==> config.mk <==
export PLATFORM = sky130hd
export DESIGN_NAME = input_window_buffer
export DESIGN_NICKNAME = d
export VERILOG_FILES = /design/src/rtl/zynet_pkg.sv /design/src/rtl/window_shift_reg.sv /design/src/rtl/input_window_buffer.sv
export SDC_FILE = /design/constraint.sdc
export NUM_CORES = 1
export LEC_CHECK = 0
export CORE_UTILIZATION = 47
export DETAILED_ROUTE_END_ITERATION = 8
export GPL_TIMING_DRIVEN = 1
export PLACE_DENSITY = 0.8
export SLEW_MARGIN = 20
export SYNTH_ARGS = -nofsm -noshare
export SYNTH_HDL_FRONTEND = slang
export SYNTH_HIERARCHICAL = 1
export SYNTH_SLANG_ARGS = --single-unit
==> constraint.sdc <==
create_clock -name clk_i -period 2.7 [get_ports clk_i]
set_clock_uncertainty 0.2 [all_clocks]
set_input_delay 0.27 -clock clk_i [delete_from_list [all_inputs] [get_ports clk_i]]
set_output_delay 0.27 -clock clk_i [all_outputs]
set_load 0.02 [all_outputs]
==> src/rtl/zynet_pkg.sv <==
// Shared types for the zynet front end: sample word width, word type and the
// input window buffer FSM states.
package zynet_pkg;

  localparam int WORD_SIZE = 16;

  typedef logic [WORD_SIZE-1:0] word_t;

  typedef enum logic [1:0] {
    IDLE  = 2'd0,
    LOAD  = 2'd1,
    DRAIN = 2'd2
  } state_t;

endpackage

==> src/rtl/window_shift_reg.sv <==
// Row storage for the input window: shifts toward row 0 on enable, new row
// enters at the top, all rows visible in parallel.
module window_shift_reg #(
  parameter int DEPTH = 5,
  parameter int ROW_W = 32
) (
  input  logic                        i_clk,
  input  logic                        i_reset,
  input  logic                        i_shift_en,
  input  logic [ROW_W-1:0]            i_row,
  output logic [DEPTH-1:0][ROW_W-1:0] o_rows
);

  logic [DEPTH-1:0][ROW_W-1:0] r_rows;

  always_ff @(posedge i_clk) begin
    if (i_reset) begin
      r_rows <= '0;
    end else if (i_shift_en) begin
      for (int i = 0; i < DEPTH - 1; i++) begin
        r_rows[i] <= r_rows[i+1];
      end
      r_rows[DEPTH-1] <= i_row;
    end
  end

  assign o_rows = r_rows;

endmodule

==> src/rtl/input_window_buffer.sv <==
// Sliding window over a frame of tx/rx sample pairs; each accepted pair
// produces one KERNEL_HEIGHT-deep window once the window has filled.
module input_window_buffer #(
  parameter int NUM_SAMPLES   = 60,
  parameter int KERNEL_HEIGHT = 5,
  parameter int KERNEL_WIDTH  = 2,
  parameter int WORD_SIZE     = zynet_pkg::WORD_SIZE
) (
  input  logic                                                   clk_i,
  input  logic                                                   reset_i,
  input  logic                                                   start_i,
  input  logic [WORD_SIZE-1:0]                                   tx_data_i,
  input  logic [WORD_SIZE-1:0]                                   rx_data_i,
  input  logic                                                   valid_i,
  output logic                                                   ready_o,
  output logic [KERNEL_HEIGHT-1:0][KERNEL_WIDTH-1:0][WORD_SIZE-1:0] data_o,
  output logic                                                   valid_o,
  input  logic                                                   yumi_i,
  output logic                                                   last_o,
  output logic [$clog2(NUM_SAMPLES)-1:0]                         win_idx_o
);

  import zynet_pkg::*;

  localparam int ROW_W = KERNEL_WIDTH * WORD_SIZE;
  localparam int CNT_W = $clog2(NUM_SAMPLES + 1);
  localparam int IDX_W = $clog2(NUM_SAMPLES);
  localparam logic [CNT_W-1:0] KH_C = CNT_W'(KERNEL_HEIGHT);
  localparam logic [CNT_W-1:0] NS_C = CNT_W'(NUM_SAMPLES);

  state_t                                   r_state;
  logic [CNT_W-1:0]                         r_cnt;
  logic [CNT_W-1:0]                         w_cnt_nxt;
  logic                                     w_accept;
  logic                                     w_consume;
  logic [KERNEL_WIDTH-1:0][WORD_SIZE-1:0]   w_row;
  logic [KERNEL_HEIGHT-1:0][ROW_W-1:0]      w_rows;

  // yumi_i may free the output slot in the same cycle a new pair arrives
  assign ready_o   = (r_state == LOAD) && (!valid_o || yumi_i);
  assign w_accept  = valid_i && ready_o;
  assign w_consume = yumi_i && valid_o;
  assign w_cnt_nxt = r_cnt + CNT_W'(1);

  always_comb begin
    w_row    = '0;
    w_row[0] = tx_data_i;
    w_row[1] = rx_data_i;
  end

  window_shift_reg #(
    .DEPTH (KERNEL_HEIGHT),
    .ROW_W (ROW_W)
  ) u_rows (
    .i_clk      (clk_i),
    .i_reset    (reset_i),
    .i_shift_en (w_accept),
    .i_row      (w_row),
    .o_rows     (w_rows)
  );

  assign data_o = w_rows;

  always_ff @(posedge clk_i) begin
    if (reset_i) begin
      r_state   <= IDLE;
      r_cnt     <= '0;
      valid_o   <= 1'b0;
      last_o    <= 1'b0;
      win_idx_o <= '0;
    end else begin
      case (r_state)
        IDLE: begin
          if (start_i) begin
            r_state   <= LOAD;
            r_cnt     <= '0;
            win_idx_o <= '0;
          end
        end
        LOAD: begin
          if (w_consume) begin
            win_idx_o <= win_idx_o + IDX_W'(1);
          end
          if (w_accept) begin
            r_cnt <= w_cnt_nxt;
            if (w_cnt_nxt >= KH_C) begin
              valid_o <= 1'b1;
            end
            if (w_cnt_nxt == NS_C) begin
              r_state <= DRAIN;
              last_o  <= 1'b1;
            end
          end else if (w_consume) begin
            valid_o <= 1'b0;
          end
        end
        DRAIN: begin
          if (w_consume) begin
            valid_o <= 1'b0;
            last_o  <= 1'b0;
            r_state <= IDLE;
          end
        end
        default: r_state <= IDLE;
      endcase
    end
  end

endmodule
**Routing congestion map**

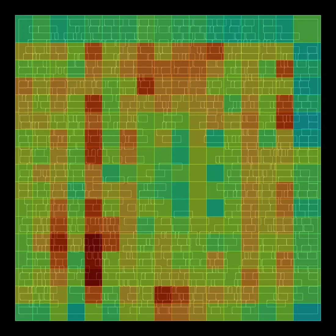
wire per inst: 15.0 um
GRT busiest layer: met2
Util after Layout: 67.5%

**Routed metal, one colour a layer**

Drawn at 4 px/um. Two of the layers only.
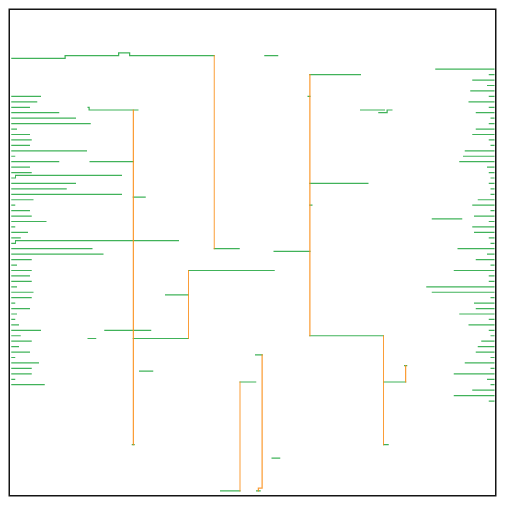
colour	layer	wire length
green	metal 3	891 um
orange	metal 4	308 um
DR vias: 5144
gr usage total: 21.1%
total wire length: 15.3 mm

**Signal wires on met1**

Drawn at 4 px/um. Supply wires on this layer in grey.
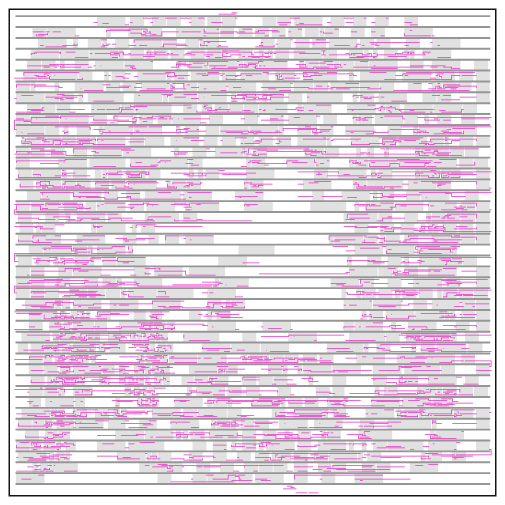
wire length on this layer	6750 um
nets with wire on the layer	763
main direction	horizontal
share of all routed wire	44%

**Register map, names as in the netlist**

Drawn at 4 px/um.
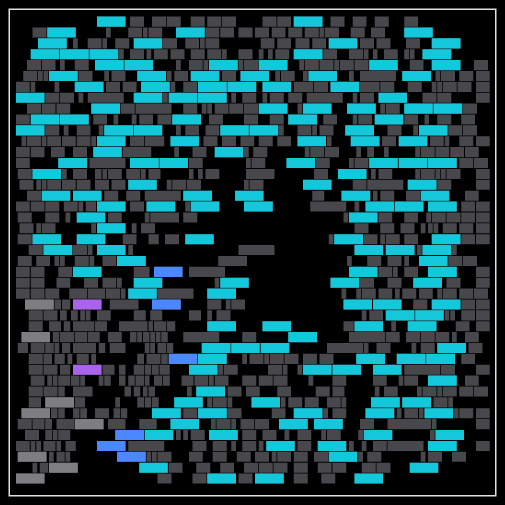
colour	name in the netlist	flops
cyan	u_rows/o_rows	160
purple	r_state	2
blue	r_cnt	6
not coloured	8

**Signal wires on met4**

Drawn at 4 px/um. Supply wires on this layer in grey.
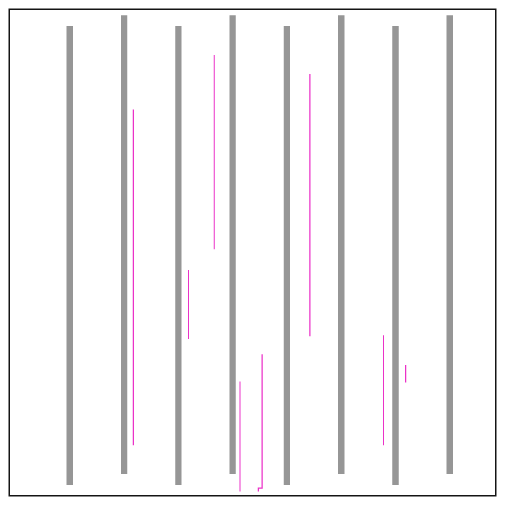
main direction	vertical
longest straight run	83.6 um
nets with wire on the layer	4

-- per-stage QoR --
| stage | worst slack [ns] | area [um^2] | cells | hold slack (ns) |
|---|---|---|---|---|
| 4_1_cts | 0.0525 | 9370 | 1023 | 0.115 |
| 5_1_grt | 0.0303 | 9370 | 1023 | 0.141 |
| 6_report | 0.177 | 9370 | 1023 | 0.122 |
| 3_3_place_gp | 0.435 | 8800 | 992 | 0.267 |
| 2_1_floorplan | 0.812 | 6680 | 638 | 0.160 |
| 3_5_place_dp | 0.360 | 8800 | 992 | 0.277 |
-- power by group --
part | internal [W] | switching, W
logic | 0.000217 | 0.000233
clock network | 0.00135 | 0.00101
registers | 0.00263 | 0.0000266
-- layout by cell type (no fill, tap or decap), types with 4 or more instances in the layout --
cell	n
nor2_1	171
inv_1	7
mux2i_1	160
a21oi_1	9
nor3_1	7
buf_12	6
inv_6	4
xnor2_1	4
ha_1	5
nand3_1	6
dfxtp_1	176
nand2_1	7
clkbuf_16	17
o21ai_0	11
clkdlybuf4s50_1	204
-- logic make-up after synthesis --
| logic type | Yosys count | synth area share [%] |
|---|---|---|
| fa+ha+maj | 6 | 1.12 |
| simple gates | 211 | 13.2 |
| buf+inv | 46 | 4.91 |
| flops | 176 | 52.7 |
| compound gates | 33 | 3.24 |
| mux | 162 | 24.3 |
| xor+xnor | 4 | 0.524 |
-- worst max-delay path: stages (launching register included) --
cell             delay [ns]
dfxtp_1                0.34
inv_1                  0.09
ha_2                   0.28
inv_1                  0.17
nor2_1                 0.13
clkdlybuf4s50_1        0.61
-- worst paths after layout --
check	startpoint	to	slack, ns	cells past startpoint
min	reset_i	u_rows/o_rows[50]	0.12	2
min reg2reg	last_o	last_o	0.29	2
max	r_state[1]	ready_o	0.18	5
max reg2reg	r_state[1]	u_rows/o_rows[41]	0.50	8
==> flow_summary.ini <==
; implementation run metrics
[outcome]
status = completed

[synthesis]
ys_area_mm2 = 0.00668
yosysCellCount = 638
synth-edff-count = 0
ff_type = dfxtp_1
yosysUniqueCellTypes = 41
ys_warn_count = 6
ys.flops = 176
synth_nets = 681
top_area_cell = dfxtp_1
yosysSeqAreaShare_pct = 52.7
top_cell = dfxtp_1
synth_cells = 638
synth_area_per_cell_um2 = 10.5
yosys.area.top_type_share_pct = 52.7

[sta]
drv_slew = 0
period_used_pct = 93.4
rsz0062_at_grt = no
slew_headroom_pct = 56.7

[routing]
drtAntennaViolNets = 0
wl_met1_mm = 6.75
drtIter0Drc = 241
topRoutingLayerUsed = met4
wl_met3_um = 891
wl_met2_mm = 7.37
viasPerCell = 5.03

[job]
cap_violations = 0
warnings = 29

[floorplanning]
initCoreUtil_pct = 48.1
rows = 43
core-area_mm2 = 0.0139
chipArea_mm2 = 0.0147
taps = 180
die_h_um = 121
ios = 206

[clock_network]
clockBufferDepth = 2
cts-resized-gates = 0
clk_pin_slew_ns = 0.07
htreeDepth = 4
clock-sinks = 176
hold_buffers = 0
clk_latency_ns = 0.43
cts_tree = done
cts_root_buf = clkbuf_16

[critical_path]
worst_ep_required_time_ns = 2.23
worstPathMaxFanout = 10
timing_worst_setup_path_type = reg -> out
cp-start-kind = flop

[global_routing]
grt_use_met1_pct = 25.7
globalRouteMet2Util_pct = 34.9
grt_pass1_vias = 4893
grt_pass1_wl_mm = 24.4

[layout]
sh_comb_area_pct = 30.3
num-fill-cells = 1094
non_clock_inverter_count = 7
n_clock_buffer = 20
seq_share_pct = 37.6
logic_area_mm2 = 0.00284
nets = 874
nFlopsAndLatches = 176
clock_area_share_pct = 6.10
buffers = 213

[power_and_ir_drop]
total_power_w = 0.00546

[place]
dp_hpwl_mm = 10.7
port_buffers = 205
gp_congestion = 0.859
No activity file was given, so power comes from the tool's default toggle rates.
